$ cat config.mk
export PLATFORM = sky130hd
export DESIGN_NAME = serial_frame_rx
export DESIGN_NICKNAME = d
export VERILOG_FILES = /design/src/rtl/serial_rx_pkg.sv /design/src/rtl/bit_assembler.sv /design/src/rtl/serial_frame_rx.sv
export SDC_FILE = /design/constraint.sdc
export NUM_CORES = 1
export LEC_CHECK = 0
export CORE_MARGIN = 2
export CORE_UTILIZATION = 42
export CTS_CLUSTER_DIAMETER = 80
export DETAILED_ROUTE_END_ITERATION = 8
export PLACE_DENSITY = 0.77
export SYNTH_ARGS = -nofsm -noshare
export SYNTH_HDL_FRONTEND = slang
export SYNTH_SLANG_ARGS = --single-unit
export TNS_END_PERCENT = 10
$ cat constraint.sdc
create_clock -name clock -period 1.9 [get_ports clock]
set_input_delay 0.38 -clock clock [delete_from_list [all_inputs] [get_ports clock]]
set_output_delay 0.38 -clock clock [all_outputs]
set_load 0.01 [all_outputs]
$ cat src/rtl/serial_rx_pkg.sv
// Shared types and constants for the serial frame receiver.
// Frame FSM states, byte width and shift direction names.
package serial_rx_pkg;

  typedef enum logic [1:0] {
    HUNT,
    DATA,
    CHK
  } state_e;

  localparam int BYTE_W = 8;

  localparam string DIR_LEFT  = "LEFT";
  localparam string DIR_RIGHT = "RIGHT";

endpackage

$ cat src/rtl/bit_assembler.sv
// Serial-to-parallel bit window for the frame receiver.
// Exposes both the current window and the value it takes on this edge.
module bit_assembler
  import serial_rx_pkg::*;
#(
  parameter string SHIFT_DIRECTION = DIR_LEFT
) (
  input  logic              clock,
  input  logic              sclr,
  input  logic              enable,
  input  logic              shiftin,
  output logic [BYTE_W-1:0] win,
  output logic [BYTE_W-1:0] win_next
);

  localparam bit IS_RIGHT = (SHIFT_DIRECTION == DIR_RIGHT);

  logic [BYTE_W-1:0] win_q;

  always_comb begin
    if (IS_RIGHT) win_next = {shiftin, win_q[BYTE_W-1:1]};
    else          win_next = {win_q[BYTE_W-2:0], shiftin};
  end

  always_ff @(posedge clock) begin
    if (sclr)        win_q <= '0;
    else if (enable) win_q <= win_next;
  end

  assign win = win_q;

endmodule

$ cat src/rtl/serial_frame_rx.sv
// Serial frame receiver: sync hunt, payload assembly, XOR checksum.
// Every output is registered; strobes last exactly one cycle.
module serial_frame_rx
  import serial_rx_pkg::*;
#(
  parameter logic [7:0] SYNC_WORD       = 8'hA5,
  parameter int         FRAME_BYTES     = 4,
  parameter string      SHIFT_DIRECTION = DIR_LEFT
) (
  input  logic       clock,
  input  logic       sclr,
  input  logic       enable,
  input  logic       shiftin,
  output logic [7:0] data_out,
  output logic       data_valid,
  output logic       frame_start,
  output logic       frame_done,
  output logic       checksum_err,
  output logic       locked,
  output logic [7:0] frame_count
);

  logic [BYTE_W-1:0] win_unused;
  logic [BYTE_W-1:0] win_nxt;

  state_e state_q, state_d;
  logic [3:0] fill_q, fill_d;
  logic [2:0] bit_q, bit_d;
  logic [7:0] byte_q, byte_d;
  logic [7:0] xor_q, xor_d;
  logic [7:0] dout_q, dout_d;
  logic [7:0] cnt_q, cnt_d;
  logic dv_q, dv_d;
  logic fs_q, fs_d;
  logic fd_q, fd_d;
  logic err_q, err_d;
  logic lock_q, lock_d;

  logic match;
  logic last_bit;
  logic last_byte;

  bit_assembler #(
    .SHIFT_DIRECTION(SHIFT_DIRECTION)
  ) u_asm (
    .clock   (clock),
    .sclr    (sclr),
    .enable  (enable),
    .shiftin (shiftin),
    .win     (win_unused),
    .win_next(win_nxt)
  );

  // A match needs eight real bits behind it, so a fresh window can't fake sync.
  assign match     = (fill_q >= 4'd7) && (win_nxt == SYNC_WORD);
  assign last_bit  = (bit_q == 3'd7);
  assign last_byte = (byte_q == 8'(FRAME_BYTES - 1));

  always_ff @(posedge clock) begin
    if (sclr) state_q <= HUNT;
    else      state_q <= state_d;
  end

  always_comb begin
    state_d = state_q;
    if (enable) begin
      unique case (state_q)
        HUNT:    if (match) state_d = DATA;
        DATA:    if (last_bit && last_byte) state_d = CHK;
        CHK:     if (last_bit) state_d = HUNT;
        default: state_d = HUNT;
      endcase
    end
  end

  always_comb begin
    fill_d = fill_q;
    bit_d  = bit_q;
    byte_d = byte_q;
    xor_d  = xor_q;
    dout_d = dout_q;
    cnt_d  = cnt_q;
    err_d  = err_q;
    dv_d   = 1'b0;
    fs_d   = 1'b0;
    fd_d   = 1'b0;
    if (enable) begin
      bit_d = bit_q + 3'd1;
      unique case (state_q)
        HUNT: begin
          if (fill_q != 4'd8) fill_d = fill_q + 4'd1;
          if (match) begin
            bit_d  = '0;
            byte_d = '0;
            xor_d  = '0;
            fs_d   = 1'b1;
          end
        end
        DATA: begin
          if (last_bit) begin
            dout_d = win_nxt;
            dv_d   = 1'b1;
            xor_d  = xor_q ^ win_nxt;
            byte_d = byte_q + 8'd1;
          end
        end
        CHK: begin
          if (last_bit) begin
            fd_d   = 1'b1;
            err_d  = (win_nxt != xor_q);
            fill_d = '0;
            if (win_nxt == xor_q) cnt_d = cnt_q + 8'd1;
          end
        end
        default: ;
      endcase
    end
    // Held through the frame_done cycle, dropped the cycle after.
    lock_d = (state_d != HUNT) || fd_d;
  end

  always_ff @(posedge clock) begin
    if (sclr) begin
      fill_q <= '0;
      bit_q  <= '0;
      byte_q <= '0;
      xor_q  <= '0;
      dout_q <= '0;
      cnt_q  <= '0;
      err_q  <= 1'b0;
      dv_q   <= 1'b0;
      fs_q   <= 1'b0;
      fd_q   <= 1'b0;
      lock_q <= 1'b0;
    end else begin
      fill_q <= fill_d;
      bit_q  <= bit_d;
      byte_q <= byte_d;
      xor_q  <= xor_d;
      dout_q <= dout_d;
      cnt_q  <= cnt_d;
      err_q  <= err_d;
      dv_q   <= dv_d;
      fs_q   <= fs_d;
      fd_q   <= fd_d;
      lock_q <= lock_d;
    end
  end

  assign data_out     = dout_q;
  assign data_valid   = dv_q;
  assign frame_start  = fs_q;
  assign frame_done   = fd_q;
  assign checksum_err = err_q;
  assign locked       = lock_q;
  assign frame_count  = cnt_q;

endmodule

==> reports/metrics.csv <==
metric;value;unit
worst-setup-path-type;reg2reg;
synth_cell_types;38;
grt_pass1_wl;8.20;mm
rrSetupSlack;0.04;ns
logic_area;1230;sq um
postSynthAreaPerCell;9.30;sq um
drc;0;
buffers;56;
simple_gate_share;0.224;
nFillCells;489;
required;2.15;ns
areaGrowthSynthToFinish;29.5;%
maxSlewViolCount;0;
hp-start;data_out[3];
ys_sh_aoi;0.0866;
rsz0062_at_grt;yes;
ff_type;dfxtp_1;
cts_sinks;53;
synthMuxAreaShare;0.0646;
clk_pin_slew;0.09;ns
fin_crit;1.86;ns
dieArea;6150;sq um
crit_path_end_kind;register;
clk-insertion-delay-late;0.30;ns
p_per_area;640;nW/um^2
h-tree-depth;2;
grt_pass1_vias;1792;
syn-cell-area;2330;sq um
reg2reg_from;bit_q[0];
status;finished, final reports clean;
ir_drop;0.601;mV
period_used_share;0.977;
yosys-stat-area;2330;sq um
dp.final_hpwl;3.36;mm
hold_depth;2;
place_congestion;0.802;
final_cell_mix;51 x dfxtp_1, 36 x nor2_1, 29 x buf_4, 23 x clkdlybuf4s50_1, 21 x xor2_1;
ys_sh_xor;0.0979;
final_common_cell;dfxtp_1;
buffer_area_frac;0.167;
grt-ovfl-total;0;
core_area;5440;sq um
wl_met2;2.33;mm
regArea;1070;sq um
power.total;1.93;mW
drt_iter0_drc;68;
nMultiInputCombCells;177;
crit_fanout;4;
synthArstFlopShare;0;
cts_tree;built;
clockRootBuffer;clkbuf_8;
dr_wl_met3;142;um
arrival;2.10;ns
yosysCellCount;250;
wl_per_cell;12.9;um
tightest_slew;0.362;ns
startpoint_type;register;
numCtsBuffers;5;
comb-cell-share;0.409;
grt_max_degree;20;
final.setup.tns;0;ns
min_to;data_out[3];
ys_seq_share;0.456;
ioPinCount;25;
power.leakage;1.25;nW
synth.yosys.warnings;0;
cts_buffer_depth;2;
die_w;78.4;um
warning_count;28;
met1Wirelength;2.30;mm
top_layer_used;met4;
largest_class;multi-input combinational cells;
skew;0.00567;ns
hold_buffers;0;
flops;53;
clkCellAreaFrac;0.0287;
crit_start;bit_q[0];
drive_gt1_frac;0.188;
synthCells;250;
hold_class;reg2reg;
nets;312;
num-nonclk-inverters;9;
-- repair_timing --
action / CTS / global route
resized: 8 / 9
setup buffers: 6 / 0
pin swaps: 8 / 1
endpoints found under the setup margin: 8 / 26
cloned: 0 / 0
-- power by group --
group          switching, mW  leakage, nW  internal (mW)
Sequential            0.0176        0.429           1.13
Clock                  0.361       0.0456          0.263
Combinational         0.0829        0.772         0.0739
Total                  0.462         1.25           1.47
-- per-stage QoR --
stage	worst slack, ns	area, sq um	instances
after global placement	-0.370	2810	361
final	0.0441	3010	375
after detailed placement	-0.397	2810	361
after CTS	0.00878	2980	375
after global routing	-0.0643	3010	375
after floorplan	0.0634	2330	250
-- synthesized netlist by cell type, drive strengths merged, types with 3 or more instances --
cell type | instances | area (sq um)
or4 | 7 | 56.3
o31ai | 4 | 30.0
inv | 9 | 33.8
mux2i | 15 | 150
xor2 | 21 | 184
nand3 | 17 | 85.1
nand2 | 11 | 43.8
and2 | 3 | 18.8
ha | 6 | 75.1
dfxtp | 53 | 1060
a21oi | 15 | 75.1
or3 | 3 | 18.8
clkbuf | 4 | 15.0
nor2 | 36 | 135
nand4 | 5 | 37.5
nor3 | 6 | 30.0
xnor2 | 5 | 43.8
o21ai | 5 | 25.0
buf | 7 | 41.3
-- worst max path at each step --
stage,end,slack [ns],cells after the start
5_1_grt,frame_count[7],-0.06,8
2_1_floorplan,frame_count[3],0.06,8
3_3_place_gp,frame_count[6],-0.37,6
4_1_cts,frame_count[7],0.009,8
3_5_place_dp,frame_count[4],-0.40,6
6_report,frame_count[4],0.04,7
-- worst max-delay path, cell delays in order (launching register included) --
cell and delay (ns):
dfxtp_4 0.37, ha_4 0.14, ha_4 0.12, nand4b_1 0.16, nor3_2 0.17, nand4_2 0.15
or4_1 0.57, a21oi_2 0.13
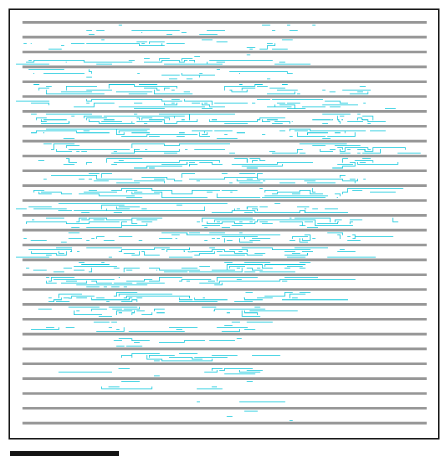
met1.png
The bar under the picture is 20 um long. Supply wires on this layer in gray.
nets with wire on the layer: 291
wire length on this layer: 2,300 um
main direction: horizontal
GR Layer Usage met1: 0.215
final WL: 4.83 mm

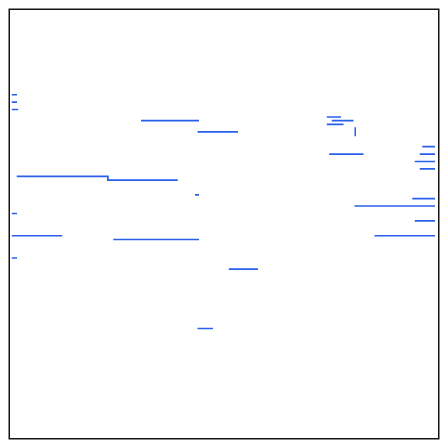
met3.png
main direction: horizontal
share of all routed wire: 2.9%
longest straight run: 16.6 um
wire length on this layer: 143 um
DR vias: 1,937
met3 Use GR: 0.0391

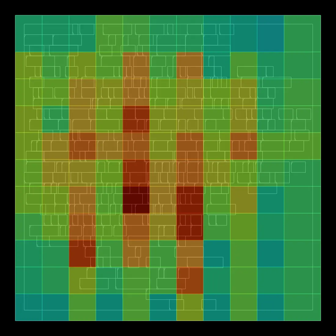
final_congestion.png
global-route usage over all layers: 0.166
grt peak-use layer: met2
GR Util met2: 0.277
Layout Utilization: 0.554

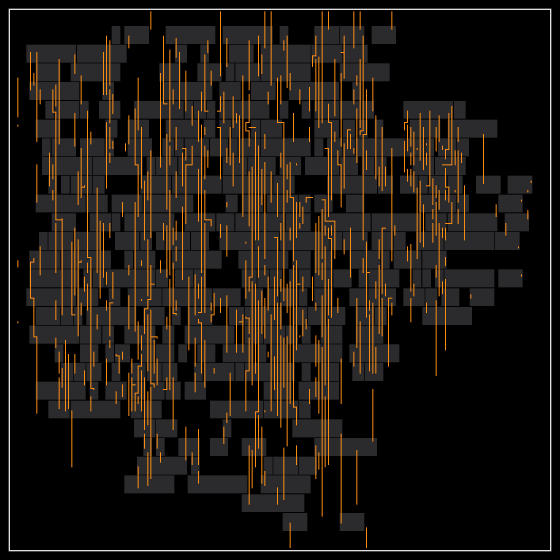
met2.png
Cells faint in the background.
nets with wire on the layer: 262
share of all routed wire: 48%
longest straight run: 25.9 um

No activity file was given, so power comes from the tool's default toggle rates.
